--- src/rtl/pulse_interval_decoder.sv ---
// Pulse-interval decoder. The gap between successive rising edges on DATA_IN
// carries one bit (short gap = 0, long gap = 1). WORD_W bits form a frame,
// sent MSB first. Each completed frame is presented on DATA_OUT with a
// one-cycle VALID_OUT strobe.
//
// Ports:
//   CLK_IN     system clock; all logic runs on its rising edge
//   RST_IN     synchronous reset, active high
//   DATA_IN    asynchronous pulse line
//   DATA_OUT   last completed word, held until the next valid frame
//   VALID_OUT  one-cycle strobe: DATA_OUT updated this cycle
//   ERR_OUT    one-cycle strobe: frame aborted (bad interval or timeout)
//   BUSY_OUT   high while a frame is being received
//   GLED5      toggles on every valid frame
//   RLED1..3   DATA_OUT[0..2]
//   RLED4      sticky error; set on ERR_OUT, cleared on the next VALID_OUT
module pulse_interval_decoder #(
  parameter int unsigned WORD_W    = 8,
  parameter int unsigned SHORT_MAX = 4,
  parameter int unsigned LONG_MIN  = 5,
  parameter int unsigned LONG_MAX  = 12,
  parameter int unsigned TIMEOUT   = 1000
) (
  input  logic              CLK_IN,
  input  logic              RST_IN,
  input  logic              DATA_IN,
  output logic [WORD_W-1:0] DATA_OUT,
  output logic              VALID_OUT,
  output logic              ERR_OUT,
  output logic              BUSY_OUT,
  output logic              GLED5,
  output logic              RLED1,
  output logic              RLED2,
  output logic              RLED3,
  output logic              RLED4
);

  localparam int unsigned CntW = $clog2(TIMEOUT + 1);
  localparam int unsigned BitW = $clog2(WORD_W);

  localparam logic [CntW-1:0] CntMax   = CntW'(TIMEOUT);
  localparam logic [CntW-1:0] ShortMax = CntW'(SHORT_MAX);
  localparam logic [CntW-1:0] LongMin  = CntW'(LONG_MIN);
  localparam logic [CntW-1:0] LongMax  = CntW'(LONG_MAX);
  localparam logic [BitW-1:0] LastBit  = BitW'(WORD_W - 1);

  if (WORD_W < 4 || WORD_W > 32 || SHORT_MAX < 2 || LONG_MIN <= SHORT_MAX ||
      LONG_MAX < LONG_MIN || TIMEOUT <= LONG_MAX) begin : g_param_check
    $error("pulse_interval_decoder: illegal parameter set");
  end

  typedef enum logic [1:0] {StIdle, StRecv, StErr} state_e;

  state_e              state_q, state_d;
  logic                sync1_q, sync2_q, hist_q;
  logic [CntW-1:0]     cnt_q, cnt_d;
  logic [BitW-1:0]     bit_cnt_q, bit_cnt_d;
  logic [WORD_W-1:0]   shift_q, shift_d;
  logic [WORD_W-1:0]   data_q, data_d;
  logic                valid_q, valid_d;
  logic                err_q, err_d;
  logic                busy_q, busy_d;
  logic                gled_q, gled_d;
  logic                rled4_q, rled4_d;

  logic                edge_s;
  logic                is_short, is_long;
  logic [WORD_W-1:0]   word_next;

  always_comb begin
    edge_s    = sync2_q & ~hist_q;
    is_short  = (cnt_q <= ShortMax);
    is_long   = (cnt_q >= LongMin) && (cnt_q <= LongMax);
    word_next = {shift_q[WORD_W-2:0], is_long};

    // Restart at 1 so the value seen at the next strobe equals the gap in cycles.
    if (edge_s) begin
      cnt_d = CntW'(1);
    end else if (cnt_q == CntMax) begin
      cnt_d = cnt_q;
    end else begin
      cnt_d = cnt_q + CntW'(1);
    end

    state_d   = state_q;
    bit_cnt_d = bit_cnt_q;
    shift_d   = shift_q;
    data_d    = data_q;
    valid_d   = 1'b0;
    err_d     = 1'b0;
    gled_d    = gled_q;
    rled4_d   = rled4_q;

    unique case (state_q)
      StIdle: begin
        if (edge_s) begin
          state_d   = StRecv;
          bit_cnt_d = '0;
          shift_d   = '0;
        end
      end
      StRecv: begin
        if (edge_s) begin
          if (is_short || is_long) begin
            shift_d = word_next;
            if (bit_cnt_q == LastBit) begin
              data_d    = word_next;
              valid_d   = 1'b1;
              gled_d    = ~gled_q;
              rled4_d   = 1'b0;
              shift_d   = '0;
              bit_cnt_d = '0;
              state_d   = StIdle;
            end else begin
              bit_cnt_d = bit_cnt_q + BitW'(1);
            end
          end else begin
            state_d = StErr;
            err_d   = 1'b1;
            rled4_d = 1'b1;
            shift_d = '0;
          end
        end else if (cnt_q == CntMax) begin
          state_d = StErr;
          err_d   = 1'b1;
          rled4_d = 1'b1;
          shift_d = '0;
        end
      end
      StErr: begin
        // Any edge in this cycle is dropped; a new frame needs a fresh start edge.
        state_d   = StIdle;
        shift_d   = '0;
        bit_cnt_d = '0;
      end
      default: begin
        state_d = StIdle;
      end
    endcase

    busy_d = (state_d == StRecv);
  end

  always_ff @(posedge CLK_IN) begin
    if (RST_IN) begin
      // Line history resets high so a line held high through reset gives no edge.
      sync1_q   <= 1'b1;
      sync2_q   <= 1'b1;
      hist_q    <= 1'b1;
      state_q   <= StIdle;
      cnt_q     <= '0;
      bit_cnt_q <= '0;
      shift_q   <= '0;
      data_q    <= '0;
      valid_q   <= 1'b0;
      err_q     <= 1'b0;
      busy_q    <= 1'b0;
      gled_q    <= 1'b0;
      rled4_q   <= 1'b0;
    end else begin
      sync1_q   <= DATA_IN;
      sync2_q   <= sync1_q;
      hist_q    <= sync2_q;
      state_q   <= state_d;
      cnt_q     <= cnt_d;
      bit_cnt_q <= bit_cnt_d;
      shift_q   <= shift_d;
      data_q    <= data_d;
      valid_q   <= valid_d;
      err_q     <= err_d;
      busy_q    <= busy_d;
      gled_q    <= gled_d;
      rled4_q   <= rled4_d;
    end
  end

  assign DATA_OUT  = data_q;
  assign VALID_OUT = valid_q;
  assign ERR_OUT   = err_q;
  assign BUSY_OUT  = busy_q;
  assign GLED5     = gled_q;
  assign RLED1     = data_q[0];
  assign RLED2     = data_q[1];
  assign RLED3     = data_q[2];
  assign RLED4     = rled4_q;

endmodule

--- config.mk ---
export PLATFORM = sky130hd
export DESIGN_NAME = pulse_interval_decoder
export DESIGN_NICKNAME = d
export VERILOG_FILES = /design/src/rtl/pulse_interval_decoder.sv
export SDC_FILE = /design/constraint.sdc
export NUM_CORES = 1
export LEC_CHECK = 0
export ABC_AREA = 0
export CAP_MARGIN = 20
export CELL_PAD_IN_SITES_DETAIL_PLACEMENT = 0
export CELL_PAD_IN_SITES_GLOBAL_PLACEMENT = 1
export CORE_AREA = 2 2 86 88
export CTS_CLUSTER_DIAMETER = 150
export DETAILED_ROUTE_END_ITERATION = 8
export DIE_AREA = 0 0 88 90
export PLACE_DENSITY_LB_ADDON = 0.1
export SYNTH_ARGS = -nofsm -noshare
export SYNTH_HDL_FRONTEND = slang
export SYNTH_SLANG_ARGS = --single-unit
--- constraint.sdc ---
create_clock -name CLK_IN -period 3.7 [get_ports CLK_IN]
set_clock_uncertainty 0.1 [all_clocks]
set_input_delay 0.555 -clock CLK_IN [delete_from_list [all_inputs] [get_ports CLK_IN]]
set_output_delay 0.555 -clock CLK_IN [all_outputs]
set_load 0.005 [all_outputs]
class_map.png
Drawn at 3 px/um.
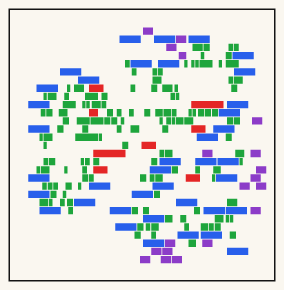
| colour | class | cells | share of their area |
|---|---|---|---|
| red | clock drivers and dummy loads | 8 | 7.2% |
| green | remaining logic cells | 134 | 43% |
| blue | registers | 38 | 40% |
| purple | remaining buffers and delay cells | 19 | 9.8% |
Seq area share: 37.21%
row cnt: 31

clock_wires.png
Drawn at 6 px/um.
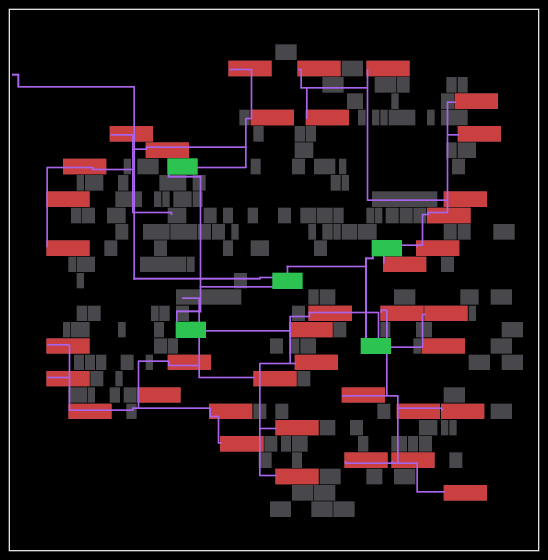
[purple] clock wires | length: 606 um
[green] clock-net drivers | count: 5
[red] flip-flops | count: 38
flops lie: widely spread
routed clock nets: 6

m3.png
Drawn at 4 px/um. Cells faint in the background.
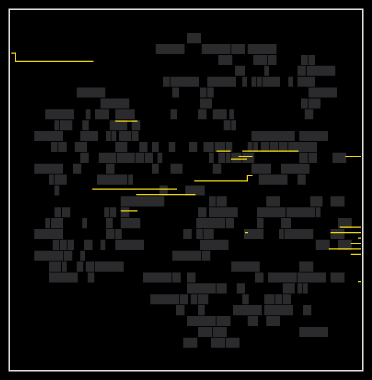
main direction: horizontal
longest straight run: 20.9 um

==> ci_impl_report.md <==
## Synthesis and layout report

| Metric | Value |
|---|---|
| Cell variety after synth | `37` |
| Crit path cell chain | `inv_1 -> ha_1 -> nor2b_1 -> o21ai_1 -> nand4_1 -> nand3b_1 -> o21ai_0` |
| Top cells by count | `38 x dfxtp_1, 16 x nor2_1, 15 x o21ai_0, 12 x nand2b_1, 10 x a21oi_1` |
| Top Layout Cells | `38 x dfxtp_1, 18 x clkdlybuf4s50_1, 16 x nor2_1` |
| Final Worst Setup Slack | `1.364 ns` |
| DRT met1 WL | `1805 um` |
| Largest cell class | `logic gates` |
| Critical path data arrival time | `2.40 ns` |
| Worst setup endpoint | `DATA_OUT[1]$_SDFFE_PP0P_` |
| WS Path Type | `reg -> reg` |
| PD cells | `433.8 nW/um^2` |
| Tapcells | `99` |
| First-pass GRT wire length | `6299 um` |
| Final Instance Count excl. Fillers | `298` |
| CTS tree | `done` |
| Placer Congestion | `0.7086` |
| Met3 Resource Use GR | `3.030%` |
| Met2 Track Usage GR | `14.65%` |
| Initial drt markers | `48` |
| FP Core Util | `23.38%` |
| Crit path DRT | `3.77 ns` |
| Syn nets | `190` |
| ANT cells | `0` |
| WL final | `3603 um` |
| Routed met2 length | `1594 um` |
| Minimum clock period | `2.336 ns` |
| OpenROAD warnings | `29` |
| Layout Nets | `207` |
| Cts repair resizes | `0` |
| Crit start category | `register` |
| Post-cts hold buffer count | `0` |
| Status | `finished, final reports clean` |
| # DRC | `0` |
| R2R setup slack | `1.36 ns` |
| P_comb | `36.4 uW` |
| Nonclk buf count | `19` |
| Worst slew margin relative to its limit | `54.49%` |
| Data buffer area share | `9.180%` |
| Logic pwr share | `4.1%` |
| Clock transition at the registers of the reported paths | `0.09 ns` |
| Cycle use final | `63.15%` |
| YS chip area | `1642 sq um` |
| Most common cell in the netlist | `dfxtp_1` |
| DIE WIDTH | `88 um` |
| Antenna violations before repair | `0` |
| Met3 WL | `135 um` |
| Area grow syn2layout | `24.54%` |
| Total stage count of the critical path | `7` |
| Flop area | `760.7 sq um` |
| Worst Setup SP | `cnt_q[0]$_SDFFE_PP0P_` |
| Leakage | `0.0006857 uW` |
| Peak Freq | `0.4280 GHz` |
| Fillers | `734` |
| Core Box Area | `7020 sq um` |
| Post-CTS Setup Bufs | `0` |
| Setup TNS | `0 ns` |
| Slew Viols, Final | `0` |
| Max-cap violation count | `0` |
| DR WL/cell | `12.09 um` |
| Worst Hold Endpoint | `sync2_q$_SDFF_PP1_` |
| Family with the most delay on the worst path | `simple AND/OR/NAND/NOR gates` |
| Worst path bufs/invs | `1` |
| Post-synth seq share | `46.34%` |
| Reg2reg end | `DATA_OUT[1]$_SDFFE_PP0P_` |
| Post-synth regs | `38` |
| Area fraction in xor and xnor cells | `3.201%` |
| Final Hold Viols | `0` |
| Clk tree area frac | `6.732%` |
| Gate Count Post-Synth | `181` |
| Crit end category | `register` |
| Reg2reg start | `cnt_q[0]$_SDFFE_PP0P_` |
| Tot Pwr | `886.8 uW` |
| YS warnings | `0` |
clock_nets.png
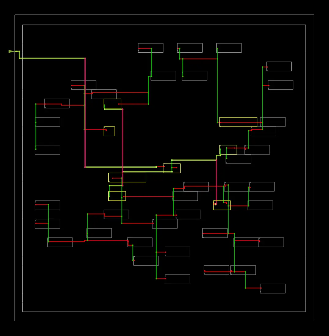
CTS buffer count: 5
clock-net power: 430 uW
clock buf count: 5
clk latency late pin: 0.29 ns

port_trees.png
Drawn at 6 px/um.
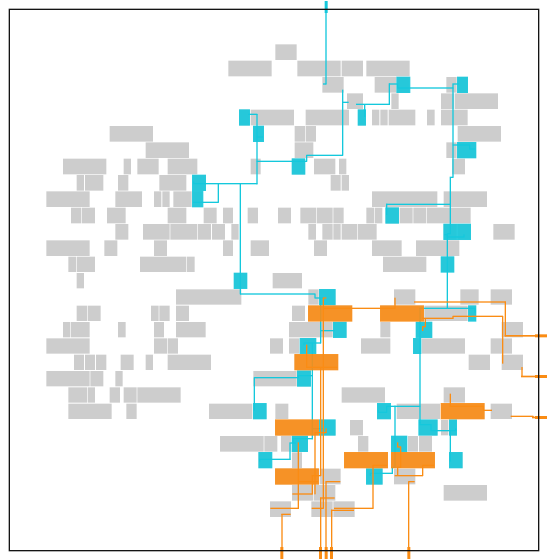
| colour | port | bits | direction | end cells | buffers | wire |
|---|---|---|---|---|---|---|
| orange | DATA_OUT | 8 | output | 8 | 8 | 268 um |
| cyan | RST_IN | 1 | input | 31 | 2 | 311 um |
number of I/O port buffers: 18
io pins: 19

Power is estimated from default activity; no workload was simulated.
